`src/rtl/fround_lanes.sv`:
```
// fround_lanes: multi-lane requantizer from wide signed accumulator words to
// narrow signed output words. Each beat carries its own fraction shift and
// rounding mode. Per-lane clamp/overflow/underflow flags are produced, and a
// counter tracks delivered beats that clamped in any lane.
// Stage p1 holds the rounded value at INWIDTH+1 bits. Stage p2 holds the
// clamped result and flags, and drives the outputs. Both stages advance
// together whenever the output register is empty or being drained.
module fround_lanes #(
    parameter int LANES    = 4,
    parameter int INWIDTH  = 33,
    parameter int OUTWIDTH = 16,
    parameter int SHIFT_W  = 5,
    parameter int CNT_W    = 16
) (
    input  logic                         CLK,
    input  logic                         RESET_N,
    input  logic                         IN_VALID,
    output logic                         IN_READY,
    input  logic [LANES*INWIDTH-1:0]     DIN,
    input  logic [SHIFT_W-1:0]           SHIFT,
    input  logic [1:0]                   MODE,
    output logic                         OUT_VALID,
    input  logic                         OUT_READY,
    output logic [LANES*OUTWIDTH-1:0]    DOUT,
    output logic [LANES-1:0]             SATUR,
    output logic [LANES-1:0]             OVFL,
    output logic [LANES-1:0]             UDFL,
    output logic [CNT_W-1:0]             SAT_CNT,
    input  logic                         CNT_CLR
);

    // One guard bit above the input width so a rounding carry cannot wrap.
    localparam int YW = INWIDTH + 1;
    localparam logic signed [YW-1:0] MAX_Y =
        $signed({{(YW-OUTWIDTH+1){1'b0}}, {(OUTWIDTH-1){1'b1}}});
    localparam logic signed [YW-1:0] MIN_Y =
        $signed({{(YW-OUTWIDTH+1){1'b1}}, {(OUTWIDTH-1){1'b0}}});
    localparam logic [CNT_W-1:0] CNT_MAX = '1;

    // Drops s fraction bits from x using the selected rounding mode.
    // The remainder is the low s bits of x. The half point is the top bit of the
    // low-bit mask, so it is zero when s is zero.
    function automatic logic signed [YW-1:0] round_lane(
        input logic signed [INWIDTH-1:0] x,
        input logic [SHIFT_W-1:0]        s,
        input logic [1:0]                mode
    );
        logic signed [YW-1:0] xe;
        logic signed [YW-1:0] q;
        logic [INWIDTH-1:0]   mask;
        logic [INWIDTH-1:0]   rem;
        logic [INWIDTH-1:0]   half;
        logic                 inc;
        xe   = $signed({x[INWIDTH-1], x});
        q    = xe >>> s;
        mask = (INWIDTH'(1) << s) - INWIDTH'(1);
        rem  = $unsigned(x) & mask;
        half = mask ^ (mask >> 1);
        case (mode)
            2'b00:   inc = 1'b0;
            2'b10:   inc = (s != '0) && ((rem > half) || ((rem == half) && q[0]));
            default: inc = (s != '0) && (rem >= half);
        endcase
        return q + $signed({{(YW-1){1'b0}}, inc});
    endfunction

    // Clamps a rounded value to the output range: {ovfl, satur, dout}.
    function automatic logic [OUTWIDTH+1:0] sat_lane(input logic signed [YW-1:0] y);
        if (y > MAX_Y)
            return {1'b1, 1'b1, MAX_Y[OUTWIDTH-1:0]};
        else if (y < MIN_Y)
            return {1'b0, 1'b1, MIN_Y[OUTWIDTH-1:0]};
        return {2'b00, y[OUTWIDTH-1:0]};
    endfunction

    logic                    w_adv;
    logic signed [YW-1:0]    w_y [LANES];
    logic [LANES-1:0]        w_nz;
    logic [OUTWIDTH+1:0]     w_sat [LANES];
    logic [LANES*OUTWIDTH-1:0] w_dout;
    logic [LANES-1:0]        w_satur;
    logic [LANES-1:0]        w_ovfl;
    logic [LANES-1:0]        w_udfl;

    logic                    r_vld_p1;
    logic signed [YW-1:0]    r_y_p1 [LANES];
    logic [LANES-1:0]        r_nz_p1;

    logic                    r_vld_p2;
    logic [LANES*OUTWIDTH-1:0] r_dout_p2;
    logic [LANES-1:0]        r_satur_p2;
    logic [LANES-1:0]        r_ovfl_p2;
    logic [LANES-1:0]        r_udfl_p2;
    logic [CNT_W-1:0]        r_cnt;

    assign w_adv    = !r_vld_p2 || OUT_READY;
    assign IN_READY = w_adv;

    // ---- stage p0 -> p1: round every lane of the incoming beat ----
    always_comb begin
        w_nz = '0;
        for (int i = 0; i < LANES; i++) begin
            w_y[i]  = round_lane($signed(DIN[i*INWIDTH +: INWIDTH]), SHIFT, MODE);
            w_nz[i] = |DIN[i*INWIDTH +: INWIDTH];
        end
    end

    // Stage p1 valid: a bubble is loaded when no beat is offered.
    always_ff @(posedge CLK) begin
        if (!RESET_N)
            r_vld_p1 <= 1'b0;
        else if (w_adv)
            r_vld_p1 <= IN_VALID;
    end

    // Stage p1 data: only meaningful while r_vld_p1 is set.
    always_ff @(posedge CLK) begin
        if (w_adv) begin
            r_y_p1  <= w_y;
            r_nz_p1 <= w_nz;
        end
    end

    // ---- stage p1 -> p2: clamp to the output range and derive flags ----
    always_comb begin
        w_dout  = '0;
        w_satur = '0;
        w_ovfl  = '0;
        w_udfl  = '0;
        for (int i = 0; i < LANES; i++) begin
            w_sat[i] = sat_lane(r_y_p1[i]);
            w_dout[i*OUTWIDTH +: OUTWIDTH] = w_sat[i][OUTWIDTH-1:0];
            w_satur[i] = w_sat[i][OUTWIDTH];
            w_ovfl[i]  = w_sat[i][OUTWIDTH+1];
            w_udfl[i]  = r_nz_p1[i] && (r_y_p1[i] == '0);
        end
    end

    // Stage p2 output register; cleared on reset so outputs read zero.
    always_ff @(posedge CLK) begin
        if (!RESET_N) begin
            r_vld_p2   <= 1'b0;
            r_dout_p2  <= '0;
            r_satur_p2 <= '0;
            r_ovfl_p2  <= '0;
            r_udfl_p2  <= '0;
        end else if (w_adv) begin
            r_vld_p2   <= r_vld_p1;
            r_dout_p2  <= w_dout;
            r_satur_p2 <= w_satur;
            r_ovfl_p2  <= w_ovfl;
            r_udfl_p2  <= w_udfl;
        end
    end

    // Saturation event counter: one count per delivered clamping beat, sticky at max.
    always_ff @(posedge CLK) begin
        if (!RESET_N || CNT_CLR)
            r_cnt <= '0;
        else if (r_vld_p2 && OUT_READY && (|r_satur_p2) && (r_cnt != CNT_MAX))
            r_cnt <= r_cnt + CNT_W'(1);
    end

    assign OUT_VALID = r_vld_p2;
    assign DOUT      = r_dout_p2;
    assign SATUR     = r_satur_p2;
    assign OVFL      = r_ovfl_p2;
    assign UDFL      = r_udfl_p2;
    assign SAT_CNT   = r_cnt;

endmodule
```
`config.mk`:
```
export PLATFORM = sky130hd
export DESIGN_NAME = fround_lanes
export DESIGN_NICKNAME = d
export VERILOG_FILES = /design/src/rtl/fround_lanes.sv
export SDC_FILE = /design/constraint.sdc
export NUM_CORES = 1
export LEC_CHECK = 0
export CORE_MARGIN = 2
export CORE_UTILIZATION = 35
export CTS_CLUSTER_DIAMETER = 120
export DETAILED_ROUTE_END_ITERATION = 10
export PLACE_DENSITY_LB_ADDON = 0.05
export SETUP_SLACK_MARGIN = 0.3
export SLEW_MARGIN = 10
export SYNTH_ARGS = -nofsm -noshare
export SYNTH_HDL_FRONTEND = slang
export SYNTH_SLANG_ARGS = --single-unit
```
`constraint.sdc`:
```
create_clock -name CLK -period 14 [get_ports CLK]
set_input_delay 2.8 -clock CLK [delete_from_list [all_inputs] [get_ports CLK]]
set_output_delay 2.8 -clock CLK [all_outputs]
set_load 0.02 [all_outputs]
```
==> flow_summary.yaml <==
# yosys + openroad results
outcome:
  outcome: "finished clean"
cts:
  tritoncts: "done"
  postCtsSetupBuffers: 0
  numCtsBuffers: 23
  clkTransAtPathRegs_ps: 60
  max-clock-path-buffers: 3
  htree_levels: 1
  clock.latency.late_pin_ps: 520
flow_run:
  cap_violations: 0
  tool_warnings: 26
synth:
  synth_area_sq_um: 25700
  ys_types: 109
  synthCells: 2822
  netlist.area_leader.share_pct: 16.3
  yosysMostFrequentCell: "nor2_1"
  ys_cells: 2822
  yosysWarnings: 0
  ys.flop_type: "edfxtp_1"
  synth-edff-count: 140
floorplanning:
  die_h_um: 275
  chipWidth_um: 275
  ios: 238
  num_rows: 99
timing:
  rsz0062_at_grt: "no"
  finalClockPeriodUsage_pct: 73.2
  worst_pin_slew_ps: 1150
  holdWs_ps: 468
  setup_ws_ps: 3750
  final_max_slew_viol_count: 0
  fmax_mhz: 97.6
  min_period_ps: 10250
  hold_viol: 0
critical_path:
  crit_type: "input port to register"
  critPathTopFamily: "simple AND/OR/NAND/NOR gates"
  cp.depth: 24
  cp_slowest_stage_delay_ps: 840
  r2r-end: "DOUT[63]$_SDFFE_PN0P_"
  critPathSlowestCell: "nor2_2"
  cp.arrival_ps: 10510
  r2r_setup_slack_ps: 10610
  critPathCaptureType: "register"
power_and_ir_drop:
  power_switching_mw: 0.920
  p_int_mw: 1.55
  ir_drop_v: 0.0000938
  pwr-share-clk_pct: 24.9
  power.share.switching_pct: 37.2
placed_design:
  dpl_worst_slack_ps: 3380
  hpwl_um: 93100
detailed_routing:
  wl_per_cell_um: 31.2
  dr_wl_met3_um: 10600
  postRouteAntennaNets: 0
  routed_wl_um: 122000
  wl_met2_um: 53000
  highest_layer: "met4"
  drt_iter0_drc: 2511
  wl_met1_um: 52600
min_path:
  hold_start: "UDFL[1]$_SDFFE_PN0P_"
  hold_class: "register to register"
global_routing:
  grt_start_max_net_pins: 89
  grt_antenna_before_repair: 2
  grt_remaining_overflow: 0
  grt_pass1_vias: 24305
finish:
  nNetsFinal: 3199
  area_growth_pct: 13.9
per-stage QoR:
stage,utilization (%),instance area (sq um)
floorplan,-,25800
finish,40.3,29300
detailed placement,39.2,28600
global route,40.3,29300
global placement,39.2,28600
CTS,40.2,29300
state kept, by name (all words and copies together), names as in the netlist:
register and cells:
SATUR 4, OUT_VALID 1, SAT_CNT 16, r_vld_p1 1, DOUT 64, OVFL 4, r_y_p1 136, UDFL 4
r_nz_p1 4
layout by cell type (no fill, tap or decap), drive strengths merged, types with 50 or more instances in the layout:
cell	netlist	final
buf	109	73
xnor2	93	93
nor3	55	55
nor2b	54	54
mux2	73	73
nand2	209	209
a21oi	183	183
ha	118	118
clkdlybuf4s50	0	231
nor4	78	78
nor2	266	266
and2	69	69
o21ai	186	186
nand4	50	50
mux2i	127	127
dfxtp	94	94
mux4	151	151
nand3	51	51
edfxtp	140	140
per-layer routing:
metal,vias up,global-route usage [%]
met2,1368,47.7
met5,-,0
met1,12410,43.8
met4,0,13.9
li1,11107,-
met3,244,6.06
power by group through the flow:
stage	Sequential (mW)	Combinational [mW]	Clock, mW
after floorplan	0.889	0.572	0
after global placement	0.879	0.967	0
after detailed placement	0.880	0.964	0
after CTS	0.865	0.969	0.635
after global routing	0.874	1.05	0.659
final	0.864	0.991	0.615
logic make-up after synthesis:
family / Yosys count / share of synthesized area, %
compound gates: 717 / 18.1
simple gates: 1012 / 20.5
mux: 351 / 21.6
xor+xnor: 142 / 4.83
buf+inv: 247 / 5.58
fa+ha+maj: 118 / 5.73
flops: 234 / 23.6
other cells: 1 / 0.0146
final cells by class:
class	count	area, sq um
clock buffer	34	709
inverter	29	114
sequential	234	6090
clock inverter	8	51.3
antenna	3	7.51
multi-input combinational	2344	18300
timing repair buffer	305	2910
tap	959	1200
fill	7297	43500
worst max-delay path by stage:
stage / from / to / slack [ps]
finish: SHIFT[1] / r_y_p1[101]$_DFFE_PP_ / 3750
global route: SHIFT[0] / r_y_p1[29]$_DFFE_PP_ / 3290
CTS: SHIFT[1] / r_y_p1[101]$_DFFE_PP_ / 3920
detailed placement: SHIFT[1] / r_y_p1[101]$_DFFE_PP_ / 3380
global placement: SHIFT[1] / r_y_p1[101]$_DFFE_PP_ / 3610
floorplan: OUT_READY / IN_READY / 3910
worst min-delay path, stage by stage (launching register included):
cell      delay (ps)
dfxtp_1          310
nand2_1           50
a21boi_0          60
Figure 1. Clock distribution.
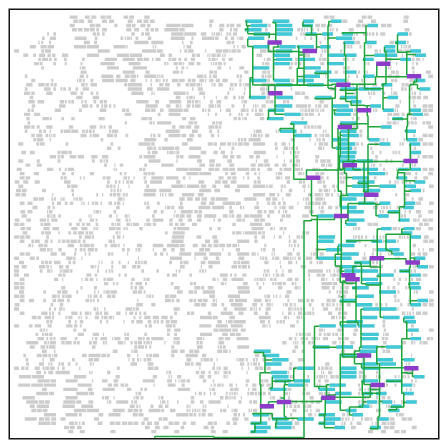
Key: purple = clock-net drivers [count 23]; cyan = flip-flops [count 234]; green = clock wires [length 3,140 um]
There are 24 routed clock nets.

Figure 2. Placed standard cells.
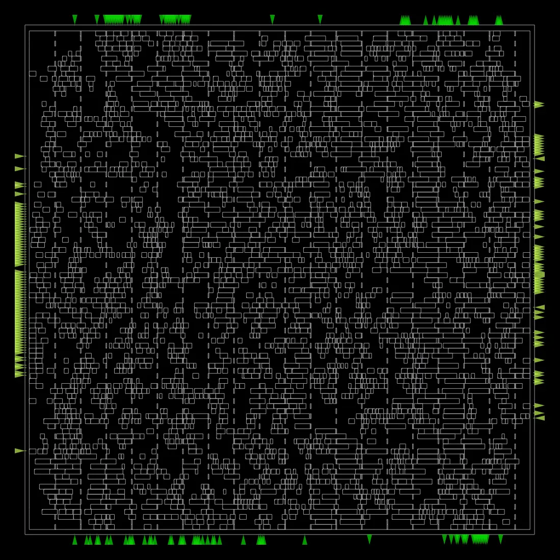
core area: 72,800 sq um
filler cell count: 7,297
end-of-flow core utilization: 40.3%
tapcells inserted: 959
Flop Count: 234

Power and IR drop assume default switching activity.
